run_1/m1.png
Supply wires on this layer in gray.
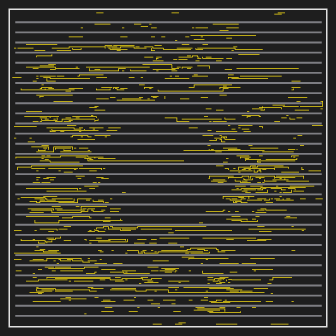
run_1/clock_nets.png
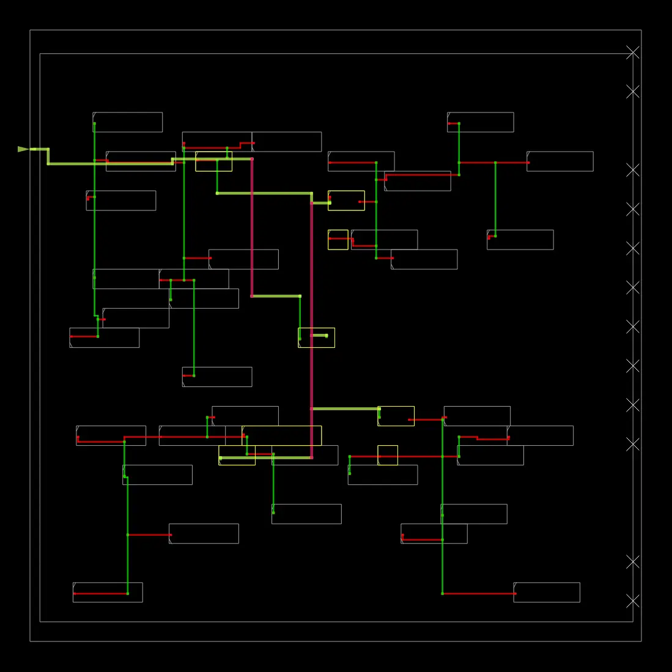
run_1/closeup.png
Bar = 10 microns. Region (27, 27) to (57, 57) microns. Cells in gray, sequential cells in the stronger gray; small squares are vias.
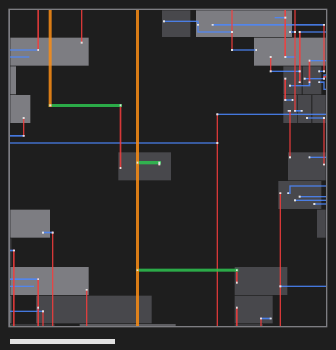
**config.mk**
```make
export PLATFORM = sky130hd
export DESIGN_NAME = ucsbece154b_imem_arbiter
export DESIGN_NICKNAME = d
export VERILOG_FILES = /design/src/rtl/ucsbece154b_imem_arbiter.sv
export SDC_FILE = /design/constraint.sdc
export NUM_CORES = 1
export LEC_CHECK = 0
export CAP_MARGIN = 0
export CORE_UTILIZATION = 34
export DETAILED_ROUTE_END_ITERATION = 16
export PLACE_DENSITY = 0.81
export SLEW_MARGIN = 20
export SYNTH_ARGS = -nofsm -noshare
export SYNTH_HDL_FRONTEND = slang
export SYNTH_SLANG_ARGS = --single-unit
```
**constraint.sdc**
```tcl
create_clock -name clk -period 2.1 [get_ports clk]
set_input_delay 0.42 -clock clk [delete_from_list [all_inputs] [get_ports clk]]
set_output_delay 0.42 -clock clk [all_outputs]
set_load 0.03 [all_outputs]
```
**src/rtl/ucsbece154b_imem_arbiter.sv**
```systemverilog
// rtl/ucsbece154b_imem_arbiter.sv - fixed-priority imem burst arbiter (demand over prefetch, with merge)
module ucsbece154b_imem_arbiter #(
  parameter int BLOCK_WORDS = 4,
  parameter int WORD_SIZE   = 32
) (
  input  logic                           clk,
  input  logic                           reset,
  input  logic                           dReq,
  input  logic [31:0]                    dAddr,
  output logic                           dAck,
  output logic                           dValid,
  output logic                           dDone,
  input  logic                           pReq,
  input  logic [31:0]                    pAddr,
  output logic                           pAck,
  output logic                           pValid,
  output logic                           pDone,
  output logic [WORD_SIZE-1:0]           rdData,
  output logic [$clog2(BLOCK_WORDS)-1:0] rdIndex,
  output logic                           memReadRequest,
  output logic [31:0]                    memReadAddress,
  input  logic [WORD_SIZE-1:0]           memDataIn,
  input  logic                           memDataReady,
  input  logic [$clog2(BLOCK_WORDS)-1:0] memBlockIndex
);

  localparam int OFF = $clog2(BLOCK_WORDS) + 2;
  localparam int CW  = $clog2(BLOCK_WORDS) + 1;
  localparam logic [31:0] BLK_MASK = ~((32'd1 << OFF) - 32'd1);
  localparam logic [CW-1:0] LAST_CNT = CW'(BLOCK_WORDS - 1);

  typedef enum logic [1:0] {IDLE, DEMAND, PREFETCH} state_t;

  state_t        state_q, state_d;
  logic [31:0]   addr_q, addr_d;
  logic [CW-1:0] cnt_q, cnt_d;
  logic          merged_q, merged_d;
  logic          last_word;

  always_ff @(posedge clk or negedge reset) begin
    if (!reset) begin
      state_q  <= IDLE;
      addr_q   <= '0;
      cnt_q    <= '0;
      merged_q <= 1'b0;
    end else begin
      state_q  <= state_d;
      addr_q   <= addr_d;
      cnt_q    <= cnt_d;
      merged_q <= merged_d;
    end
  end

  assign last_word      = memDataReady && (cnt_q == LAST_CNT);
  assign memReadRequest = (state_q != IDLE);
  assign memReadAddress = addr_q;
  assign rdData         = memDataIn;
  assign rdIndex        = memBlockIndex;

  always_comb begin
    state_d  = state_q;
    addr_d   = addr_q;
    cnt_d    = cnt_q;
    merged_d = merged_q;
    dAck     = 1'b0;
    pAck     = 1'b0;
    dValid   = 1'b0;
    pValid   = 1'b0;
    dDone    = 1'b0;
    pDone    = 1'b0;
    // Acks are combinational on the requests, so they must be masked while reset is held.
    if (reset) begin
      case (state_q)
        IDLE: begin
          if (dReq) begin
            state_d = DEMAND;
            addr_d  = dAddr & BLK_MASK;
            dAck    = 1'b1;
          end else if (pReq) begin
            state_d = PREFETCH;
            addr_d  = pAddr & BLK_MASK;
            pAck    = 1'b1;
          end
        end
        DEMAND: begin
          if (memDataReady) begin
            dValid = 1'b1;
            cnt_d  = cnt_q + CW'(1);
          end
        end
        PREFETCH: begin
          if (memDataReady) begin
            pValid = 1'b1;
            dValid = merged_q;
            cnt_d  = cnt_q + CW'(1);
          end else if (dReq && !merged_q && (cnt_q == '0) &&
                       ((dAddr & BLK_MASK) == addr_q)) begin
            // Demand hits the block about to stream: ride along instead of queueing.
            merged_d = 1'b1;
            dAck     = 1'b1;
          end
        end
        default: state_d = IDLE;
      endcase
      if (state_q != IDLE && last_word) begin
        dDone    = (state_q == DEMAND) || merged_q;
        pDone    = (state_q == PREFETCH);
        state_d  = IDLE;
        cnt_d    = '0;
        merged_d = 1'b0;
      end
    end
  end

endmodule

```
==> changes_impl.md, run 1 <==
### Physical design

- Seq/Total Area, Yosys: between 30% and 40%
- Met3 Wirelength: 432 microns
- Fillers: around 630
- Layout cells sized above 1: 22.4%
- Layout clock area frac: between 3 and 4%
- Crit path capture type: output port
- Status: finished with violations
- Data buffer area share: 32.9%
- Comb gate area: between 1000 and 1500 sq um
- Cts hold-fix bufs: 0
- Mapped cell area: 2340 sq um
- Power, Total: 4.42 mW
- Routed wl met2: about 3.2 mm
- Pin count of the biggest net entering global routing: 43
- Placed cell area: 3310 sq um
- Static Leak: 1.57 nW
- Power Combinational: 2.61 mW
- Final worst setup slack: -0.551 ns
- Clk pwr share: 13.7%
- DPL Wire Length: 4.63 mm
- Routed vias/inst: 4.86
- DRC Markers: 12
- Failing checks: DRC, setup timing
- CTS-repair resized insts: 26
- Non-clk bufs: between 100 and 150
- R2R Path Start: memReadAddress[12]$_DFFE_PN0P_
- Cell Type Count: 24
- Final Hold Fails: 0
- Final setup viols: 1
- Tcrit/Tclk final: 126%
- Die X: ~85 microns
- Worst VDD drop: ~0.00072 V
- Row count: 29
- PD cells: between 1000 and 1500 nW/um^2
- GR Layer Usage met3: 5.45%
- First-pass DRT Iterations: 11
- GRT met1 Usage: 18.3%
- Chip Area, Yosys: approximately 2300 sq um
## Picture notes: m1.png
share of all routed wire: 38%
longest straight run: 25.8 microns
nets with wire on the layer: 356
wire length on this layer: 2,280 microns

## Picture notes: clock_nets.png
clk ins delay skew pair: 0.29 ns
Clk. pwr: 604 uW
clkbuf count: 5
CTS Buf Count: 5

## Picture notes: closeup.png
legend:
  blue:
    layer: M1
  green:
    layer: M3
  orange:
    layer: M4
  red:
    layer: M2
sequential cells in the window: 4
netlist names of flops here include: `cnt_q` (2), `memReadAddress` (2)
cells with their middle in the window: 15
most frequent: dfrtp_1 (3)

-- run 1: flip-flops by register name (all words and copies together), names as in the netlist --
name / count
memReadAddress: 28
cnt_q: 3
merged_q: 1
state_q: 2
-- run 1: worst max-delay path, stage by stage --
cell,delay [ns]
clkdlybuf4s50_1,0.45
xor2_1,0.20
nor4_2,0.21
nand4_1,0.19
or4_4,0.48
o21ai_4,0.14
buf_6,0.14
-- run 1: cells by family after synthesis --
family / after synthesis / share of synthesized area (%)
xor+xnor: 28 / 10.5
flops: 34 / 36.4
buf+inv: 57 / 15.3
other cells: 1 / 0.161
simple gates: 61 / 12.7
fa+ha+maj: 7 / 3.75
compound gates: 38 / 8.36
mux: 30 / 12.9
--- run 2 (diff from run 1) ---
CAP_MARGIN = 30   (was 0)
run_2/closeup.png
Bar = 10 microns. Region (27, 27) to (57, 57) microns. Cells in gray, sequential cells in the stronger gray; small squares are vias.
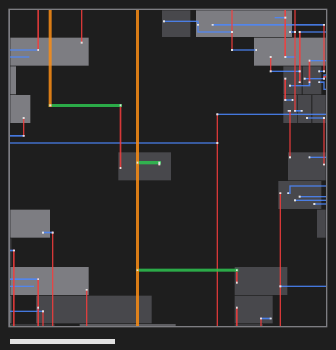
legend:
  green:
    layer: M3
  red:
    layer: M2
  blue:
    layer: M1
  orange:
    layer: M4
cells with their middle in the window: 15
netlist names of flops here include: `cnt_q` (2), `memReadAddress` (2)
most frequent: dfrtp_1 (3)
sequential cells in the window: 4

run_2/port_trees.png
Bar = 20 microns.
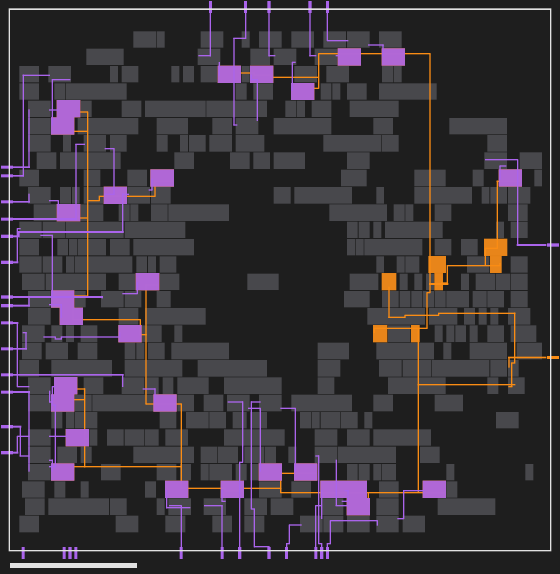
legend:
  purple:
    port: `pAddr`
    bits: 32
    direction: input
    edge: 14 left, 12 bottom, 5 top, 1 right
    end_cells: 28
    buffers: 28
    wire: 525 microns
  orange:
    port: `dReq`
    bits: 1
    direction: input
    edge: right
    end_cells: 35
    buffers: 2
    wire: 405 microns

==> changes_impl.md, run 2 <==
### Physical design

- Status: finished with violations
- Failing checks: DRC, setup timing
- Mux frac, synth: about an eighth
- DRC Markers: 12
- Clk. pwr: 604 uW
- Final Hold Fails: 0
- Pin count of the biggest net entering global routing: 43
- Final setup viols: 1
- Max FFs per register: 28
- GR Layer Usage met3: 5.45%
- Xor/xnor cell area share of the yosys netlist: approximately a tenth
- Clk pwr share: 13.7%
- Power Combinational: 2.61 mW
- Mapped cell area: 2340 sq um
- Static Leak: 1.57 nW
- Cell Type Count: 24
- Worst path max stage delay: 0.48 ns
- Die X: 84.9 microns
- Family with the most delay on the worst path: simple AND/OR/NAND/NOR gates
- Crit path buffers/inverters: 2
- R2R Path Start: memReadAddress[12]$_DFFE_PN0P_
- Critical path, cell by cell: clkdlybuf4s50_1 -> xor2_1 -> nor4_2 -> nand4_1 -> or4_4 -> o21ai_4 -> buf_6
- Final worst setup slack: -0.551 ns
- Placed cell area: roughly 3300 sq um
- Ao+oa area frac: approximately 8.4%
- Tcrit/Tclk final: 126%
- Clk ins delay skew pair: 0.29 ns
- CTS Buf Count: 5
- Crit path capture type: output port
[run 2: layout make-up]
type / instances / area, sq um
Fill cell: 631 / 3010
Multi-Input combinational cell: 168 / 1230
Timing Repair Buffer: 126 / 1150
Sequential cell: 34 / 871
Tap cell: 77 / 96.3
Clock buffer: 5 / 68.8
Clock inverter: 3 / 45.0
Inverter: 8 / 30.0
[run 2: timing repair]
action / 4_1_cts / 5_1_grt
setup buffers: 0 / 1
setup endpoints to repair: 5 / 3
resized: 26 / 11
endpoints found under the hold margin: 0 / 0
pin swaps: 8 / 4
[run 2: per-layer routing]
| layer | vias up | part of all wire, % |
|---|---|---|
| li1 | 986 | - |
| met4 | 0 | 1.1 |
| met2 | 102 | 54 |
| met3 | 8 | 7.2 |
| met5 | - | 0 |
| met1 | 952 | 38 |
run_2/m1.png
Supply wires on this layer in gray.
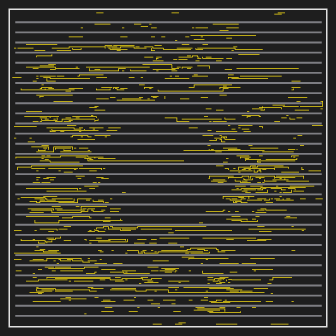

--- run 3 (diff from run 2) ---
clock period = 2.69 ns   (was 2.1 ns; I/O delays follow)
run_3/m1.png
Supply wires on this layer in gray.
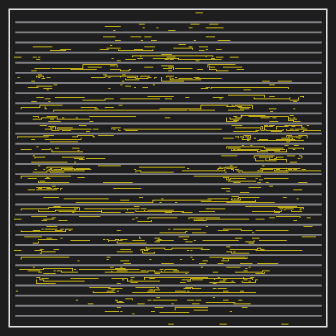
wire length on this layer: 2,190 microns
nets with wire on the layer: 329
DRT Wirelength: 5.61 mm
Via Count: 1,944
GRT met1 Usage: 18.4%

==> changes_impl.md, run 3 <==
### Physical design

- Status: finished with violations
- Failing checks: DRC, setup timing
- Nonclk inv count: 8
- Crit path capture type: output port
- First-pass DRT Iterations: 10
- Layout clock area frac: 2.79%
- Power, Total: 3.13 mW
- Slowest cell on the critical path: or4_4
- CP Depth: 6
- Final setup viols: 1
- Worst path max stage delay: 0.57 ns
- Chip Area, Yosys: 2340 sq um
- Crit path buffers/inverters: 2
- Comb_multi_in: 168
- Placed cell area: 3130 sq um
- Max FFs per register: 28
- CTS-repair resized insts: approximately 49
- Final worst setup slack: -0.0602 ns
- Comb gate area: approximately 1200 sq um
- Simple-Gate Area Share: 12.7%
- Largest class: multi-input combinational cells
- Clk ins delay skew pair: approximately 0.29 ns
- Pin count of the biggest net entering global routing: 43
- CTS Buf Count: 5
- Static Leak: 1.51 nW
- Adder-cell share of the synthesized area: roughly 3.7%
- Layout cells sized above 1: 13.8%
- Row count: 29
- Worst VDD drop: 0.000498 V
- DRC Markers: 13
run_3/clock_nets.png
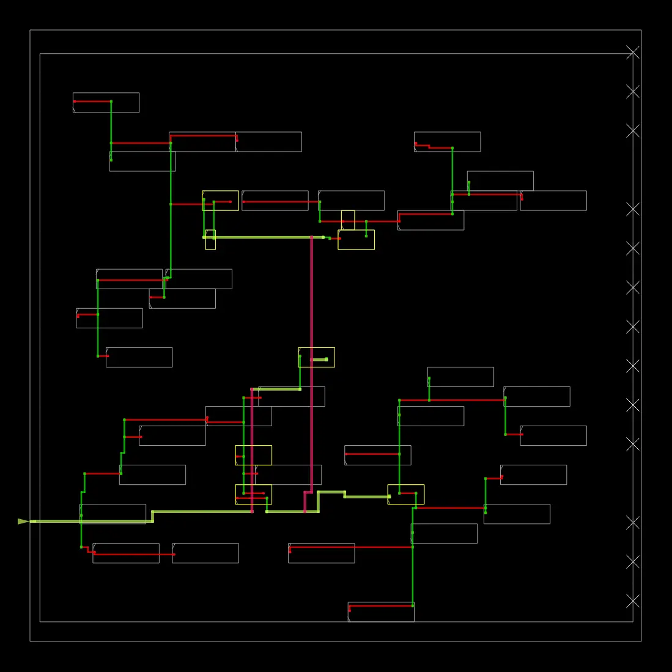
Layout Skew: 0.0101 ns
FFs & Latches: 34
Clk. pwr: 394 uW

==> run 3: report_power, final <==
| part | switching [mW] | total [mW] | internal, mW |
|---|---|---|---|
| Sequential | 0.219 | 0.959 | 0.741 |
| Clock | 0.187 | 0.394 | 0.207 |
| Combinational | 0.983 | 1.78 | 0.794 |
==> run 3: logic make-up after synthesis <==
kind of cell,after synthesis
AND/OR/NAND/NOR,61
other,1
XOR/XNOR,28
adder cells (fa/ha/maj),7
buffers and inverters,57
multiplexers,30
AND-OR/OR-AND,38
flip-flops,34
==> run 3: metal layers <==
| layer | wire, microns | GRT usage, % | up-vias |
|---|---|---|---|
| met5 | 0 | 0 | - |
| met4 | 98 | 6.16 | 0 |
| met3 | 449 | 5.35 | 13 |
| met2 | 2880 | 29.6 | 84 |
| met1 | 2190 | 18.4 | 894 |
| li1 | - | - | 953 |
Power figures rest on the tool's default switching activity, not on a simulated workload.
